==> src/rtl/proj_sort_ctrl.sv <==
// Sort controller: streams (signature, index) pairs into proj_sorter, flushes at
// end of document, captures the smallest indices and holds them for downstream.
package proj_pkg;
  localparam int SORTER_EXTENDER_INDICES_COUNT = 4;
  localparam int INDICE_LEN                    = 16;
  localparam int HASHER_SORTER_SIGNATURE       = 32;
endpackage

module proj_sort_ctrl #(
  parameter int INDICES_COUNT = proj_pkg::SORTER_EXTENDER_INDICES_COUNT,
  parameter int INDICE_LEN    = proj_pkg::INDICE_LEN,
  parameter int SIGNATURE_LEN = proj_pkg::HASHER_SORTER_SIGNATURE,
  parameter int CNT_LEN       = 16,
  parameter int VALID_TIMEOUT = 4
) (
  input  logic                                in_clk,
  input  logic                                in_rst,
  input  logic [SIGNATURE_LEN-1:0]            in_signature,
  input  logic [INDICE_LEN-1:0]               in_index,
  input  logic                                in_valid,
  input  logic                                in_last,
  output logic                                out_accept,
  output logic [SIGNATURE_LEN-1:0]            srt_signature,
  output logic [INDICE_LEN-1:0]               srt_index,
  output logic                                srt_end_sorting,
  output logic                                srt_rst_n,
  input  logic                                srt_sort_valid,
  input  logic [INDICES_COUNT*INDICE_LEN-1:0] srt_smallest_idx,
  output logic [INDICES_COUNT*INDICE_LEN-1:0] out_idx,
  output logic [CNT_LEN-1:0]                  out_count,
  output logic                                out_underfill,
  output logic                                out_err,
  output logic                                out_valid,
  input  logic                                in_ack
);

  localparam int WAIT_W = (VALID_TIMEOUT > 1) ? $clog2(VALID_TIMEOUT) : 1;
  localparam logic [WAIT_W-1:0]  WAIT_LAST = WAIT_W'(VALID_TIMEOUT - 1);
  localparam logic [CNT_LEN-1:0] CNT_MAX   = '1;
  localparam logic [CNT_LEN:0]   IDX_CNT   = (CNT_LEN + 1)'(INDICES_COUNT);

  typedef enum logic [1:0] {
    CLEAR,
    STREAM,
    FLUSH,
    HOLD
  } state_t;

  state_t              state;
  state_t              state_nx;
  logic                last_pend;
  logic [CNT_LEN-1:0]  cnt;
  logic [WAIT_W-1:0]   wait_cnt;
  logic                xfer;
  logic                capture;
  logic                timeout;

  assign xfer = in_valid && out_accept;

  always_ff @(posedge in_clk) begin
    if (in_rst) state <= CLEAR;
    else        state <= state_nx;
  end

  always_comb begin
    state_nx        = state;
    out_accept      = 1'b0;
    srt_rst_n       = 1'b1;
    srt_end_sorting = 1'b0;
    out_valid       = 1'b0;
    capture         = 1'b0;
    timeout         = 1'b0;
    case (state)
      CLEAR: begin
        srt_rst_n = 1'b0;
        state_nx  = STREAM;
      end
      STREAM: begin
        // last element still sits on srt_* for one cycle before the flush
        out_accept = !last_pend;
        if (last_pend) state_nx = FLUSH;
      end
      FLUSH: begin
        srt_end_sorting = 1'b1;
        if (srt_sort_valid) begin
          capture  = 1'b1;
          state_nx = HOLD;
        end else if (wait_cnt == WAIT_LAST) begin
          capture  = 1'b1;
          timeout  = 1'b1;
          state_nx = HOLD;
        end
      end
      HOLD: begin
        out_valid = 1'b1;
        if (in_ack) state_nx = CLEAR;
      end
      default: state_nx = CLEAR;
    endcase
    // reset forces the handshake outputs quiet even before the state register clears
    if (in_rst) begin
      out_accept      = 1'b0;
      srt_rst_n       = 1'b0;
      srt_end_sorting = 1'b0;
      out_valid       = 1'b0;
      capture         = 1'b0;
      timeout         = 1'b0;
    end
  end

  always_ff @(posedge in_clk) begin
    if (in_rst) begin
      srt_signature <= '1;
      srt_index     <= '0;
      last_pend     <= 1'b0;
      cnt           <= '0;
      wait_cnt      <= '0;
      out_idx       <= '0;
      out_count     <= '0;
      out_underfill <= 1'b0;
      out_err       <= 1'b0;
    end else begin
      srt_signature <= xfer ? in_signature : '1;
      srt_index     <= xfer ? in_index : '0;
      if (state == CLEAR) begin
        cnt       <= '0;
        last_pend <= 1'b0;
      end else if (xfer) begin
        if (cnt != CNT_MAX) cnt <= cnt + CNT_LEN'(1);
        last_pend <= in_last;
      end
      wait_cnt <= (state == FLUSH) ? wait_cnt + WAIT_W'(1) : '0;
      if (capture) begin
        out_idx       <= srt_smallest_idx;
        out_count     <= cnt;
        out_underfill <= ({1'b0, cnt} < IDX_CNT);
        out_err       <= timeout;
      end
    end
  end

endmodule

==> config.mk <==
export PLATFORM = sky130hd
export DESIGN_NAME = proj_sort_ctrl
export DESIGN_NICKNAME = d
export VERILOG_FILES = /design/src/rtl/proj_sort_ctrl.sv
export SDC_FILE = /design/constraint.sdc
export NUM_CORES = 1
export LEC_CHECK = 0
export ABC_AREA = 1
export CAP_MARGIN = 15
export CORE_MARGIN = 4
export CORE_UTILIZATION = 40
export CTS_CLUSTER_SIZE = 20
export DETAILED_ROUTE_END_ITERATION = 10
export GPL_ROUTABILITY_DRIVEN = 0
export GPL_TIMING_DRIVEN = 0
export PLACE_DENSITY = 0.78
export SYNTH_ARGS = -nofsm -noshare
export SYNTH_HDL_FRONTEND = slang
export SYNTH_SLANG_ARGS = --single-unit
export TNS_END_PERCENT = 10
==> constraint.sdc <==
create_clock -name in_clk -period 2.95 [get_ports in_clk]
set_clock_uncertainty 0.1 [all_clocks]
set_input_delay 0.295 -clock in_clk [delete_from_list [all_inputs] [get_ports in_clk]]
set_output_delay 0.295 -clock in_clk [all_outputs]
set_load 0.005 [all_outputs]
==> images/registers.png <==
Drawn at 3 px/um. Other sequential cells in the stronger grey, the rest of the logic in the fainter grey.
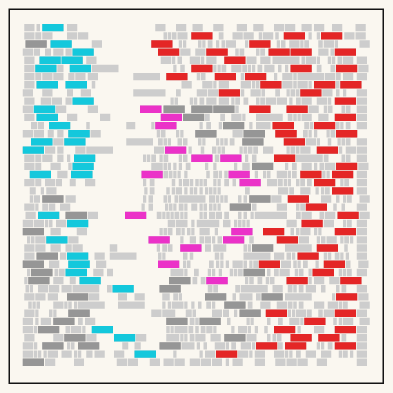
out_idx -> red  # sequential cells 64
cnt -> magenta  # sequential cells 16, where centre
srt_signature -> cyan  # sequential cells 32, where a column on the left
not coloured = 39
Finished Core Util: 0.657
Seq. pwr: 0.00228 W
Reg area: 3020 sq um
flop share of the area: 0.348

==> images/density.png <==
Drawn at 2 px/um. The die is cut into 12 by 12 equal tiles; dark purple is low, yellow is high, 0 to 100% covered.
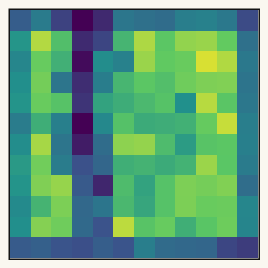
fullest tile = 94%
nearly empty tiles = 1.4%
mean over tiles = 55%

==> images/final_clocks.png <==
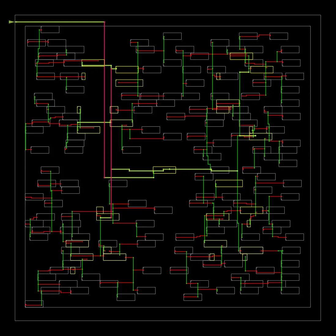
Clock buffer cells: 23
TritonCTS Sinks: 151

==> images/gate_families.png <==
Drawn at 4 px/um.
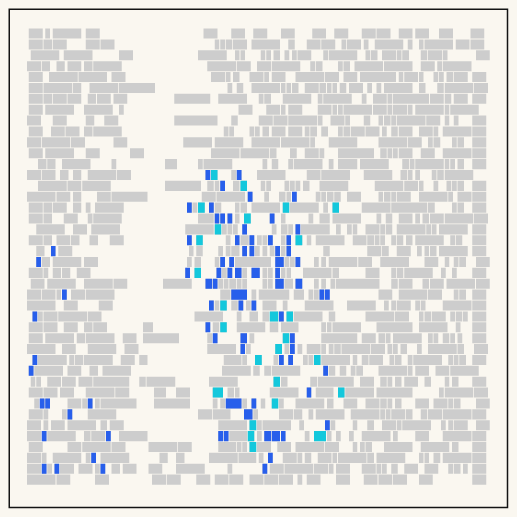
NOR gates -> blue  # cells 80, most used nor2_1
inverting AOI/OAI gates -> cyan  # cells 26, most used a21oi_1

==> Changelog: implementation <==
### Implementation results

- Run status: complete, no violations
- Max cap viols: 0
- Cell Area, Synth: 5400 sq um
- Post-synth area from yosys stat: 5400 sq um
- CP Launch Point: state[0]
- Worst hold path class: input pin to register
- WP data required: 2.56 ns
- Avg Cell Area, Syn: 8.00 sq um
- Die X: 124 um
- Row count: 42
- Tightest Pin Transition: 0.457 ns
- FP Core Util: 0.408
- Clock-pin slew on the worst setup and hold paths: 0.06 ns
- Critical path endpoint category: primary output
- Power Density: 615 nW/um^2
- OpenROAD warnings: 29
- Fraction of layout cells with a size suffix above 1: 0.100
- Crit path to: srt_rst_n
- Synth warn: 0
- TNS Setup: 0 ns
- Met1 usage: 0.227
- Register share after synthesis: 0.560
- Final WL: 15900 um
- Antenna Nets Post-Route: 0
- Max Freq: 381 MHz
- Core area: 13200 sq um
- Wire per inst: 14.0 um
- Worst IR Drop VDD: 0.000312 V
- Hold Vio Cnt, Final: 0
- Final nets: 1069
- Quantity of hold-fixing buffers added after cts: 0
- DR iter-0 viols: 275
- CP arrival: 2.23 ns
- Most frequent logic cell in the layout: clkdlybuf4s50_1
- CP Launch Type: register
- Area Growth Syn to Fin: 61.0%
- Die height: 124 um
- GRT overflow: 0
- Max-slew violations: 0
- Worst R2R Path Depth: 9
- Post-layout period usage of the worst path: 0.890
- Top cells excl fill/tap: clkdlybuf4s50_1, nand2_1, dfxtp_1, nand3_1, nor2_1
- Root buffer cell: clkbuf_16
- GRT Total Usage: 0.207
- First-pass GRT wire length: 25700 um
- CP max stage delay: 0.56 ns
- CP Class: register to primary output
- Initial antenna violation count: 0
- Pre-Repair DR Iteration Count: 4
- I/O pin total: 252
- Minimum clock period: 2.63 ns
- Input/output buffers: 251
- R2R setup slack: 1.14 ns
- Post-Layout Cell Count: 1133
- Crit path max fanout: 10
- GRT Max-Usage Layer: met2
- N_diodes: 0
- RSZ-0062 raised after global routing: false
- Leak pwr: 3.75 nW
- Placed cell count: 1102
- Postcts setup bufs: 0
- Cts bufs inserted: 17
- Synthesis-stage register bit count: 151
- Largest net degree at the start of global routing: 17
- Drt via density: 4.62
- Cells along the critical path: inv_1 -> ha_1 -> nor2_2 -> buf_4 -> clkdlybuf4s50_1
- Reg-to-Reg End: out_idx[43]
- Unique masters post-synth: 28
- Clock latency on the worst-skew pair: 0.40 ns
- Drt drc: 0
- Slew HR: 0.695
- CTS tree: done
- Reg2reg start: state[0]
- Hpwl dp: 12300 um
- Vias in the first global route: 5094
- Slowest library cell on the worst path: clkdlybuf4s50_1
- Nets at Floorplan: 799
- H-Tree Depth: 4
- Via count: 5236
- CTS resizes: 0
- Max clock buf depth: 2
- Setup violators final: 0
- Chip footprint: 15400 sq um
- Met2 Usage GRT: 0.343
- M3 GR Usage: 0.105
- Yosys stat cell total: 675
- Synth Instances: 675
## synthesized netlist by cell type (all sizes together)
cell,count,share of area
dfxtp,151,0.56
inv,50,0.035
nand3,94,0.089
ha,6,0.014
nand2,199,0.14
o21ai,10,0.0093
or2,32,0.037
a31oi,1,0.0012
o221ai,1,0.0016
buf,23,0.022
nor3,5,0.0046
nand3b,1,0.0014
nor2,75,0.057
a21oi,13,0.012
a21boi,1,0.0014
clkbuf,10,0.0070
nand4,3,0.0074
## kinds of logic (layout without fill, tap and decap cells)
kind of cell,Yosys count,after routing,share of synthesized area
buf+inv,83,365,0.0642
compound gates,26,26,0.0255
flops,151,151,0.560
fa+ha+maj,6,6,0.0139
simple gates,409,409,0.337
## metrics by stage
| step | setup WS (ns) | power (W) | hold slack, ns | utilization | cell area (sq um) |
|---|---|---|---|---|---|
| detailed placement | 0.349 | 0.00335 | 0.318 | 0.614 | 8130 |
| finish | 0.325 | 0.00535 | 0.308 | 0.657 | 8690 |
| global route | 0.160 | 0.00564 | 0.289 | 0.657 | 8690 |
| CTS | 0.0959 | 0.00541 | 0.283 | 0.656 | 8690 |
| floorplan | 1.43 | 0.00274 | 0.264 | - | 5400 |
| global placement | 0.330 | 0.00332 | 0.309 | 0.614 | 8130 |
## per-layer routing
metal | share of wire | wire length, um
met3 | 0.12 | 1850
met4 | 0.016 | 255
met5 | 0 | 0
met2 | 0.47 | 7480
met1 | 0.40 | 6290
## worst min path at each step
stage,from,endpoint,slack (ns),cells after the start
floorplan,in_rst,out_underfill,0.26,1
global placement,wait_cnt[0],wait_cnt[0],0.31,1
detailed placement,wait_cnt[0],wait_cnt[0],0.32,1
CTS,in_index[12],srt_index[12],0.28,3
global route,in_index[15],srt_index[15],0.29,3
finish,in_index[3],srt_index[3],0.31,3
## registers in the layout (all words and copies together), names as in the netlist
signal         cells
state              2
srt_signature     32
out_count         16
out_underfill      1
wait_cnt           2
cnt               16
last_pend          1
out_err            1
srt_index         16
out_idx           64
## where the power goes
group	total, W	internal (W)	switching [W]
clock	0.00206	0.00126	0.000796
combinational	0.00101	0.000558	0.000453
sequential	0.00228	0.00220	0.0000789
total	0.00535	0.00402	0.00133
## cell type report
class | count | area [sq um]
Fill cell | 1145 | 4550
Sequential cell | 151 | 3020
Timing Repair Buffer | 251 | 2510
Multi-Input combinational cell | 441 | 2030
Clock buffer | 23 | 458
Tap cell | 176 | 220
Inverter | 50 | 188
Buffer | 33 | 159
Clock inverter | 8 | 100
## worst max-delay path, delay by kind of cell (launching register included)
family / cells / cell delay, ns
buffers and inverters: 3 / 0.89
AND/OR/NAND/NOR: 1 / 0.32
flip-flops: 1 / 0.39
adder cells (fa/ha/maj): 1 / 0.22
Power figures rest on the tool's default switching activity, not on a simulated workload.
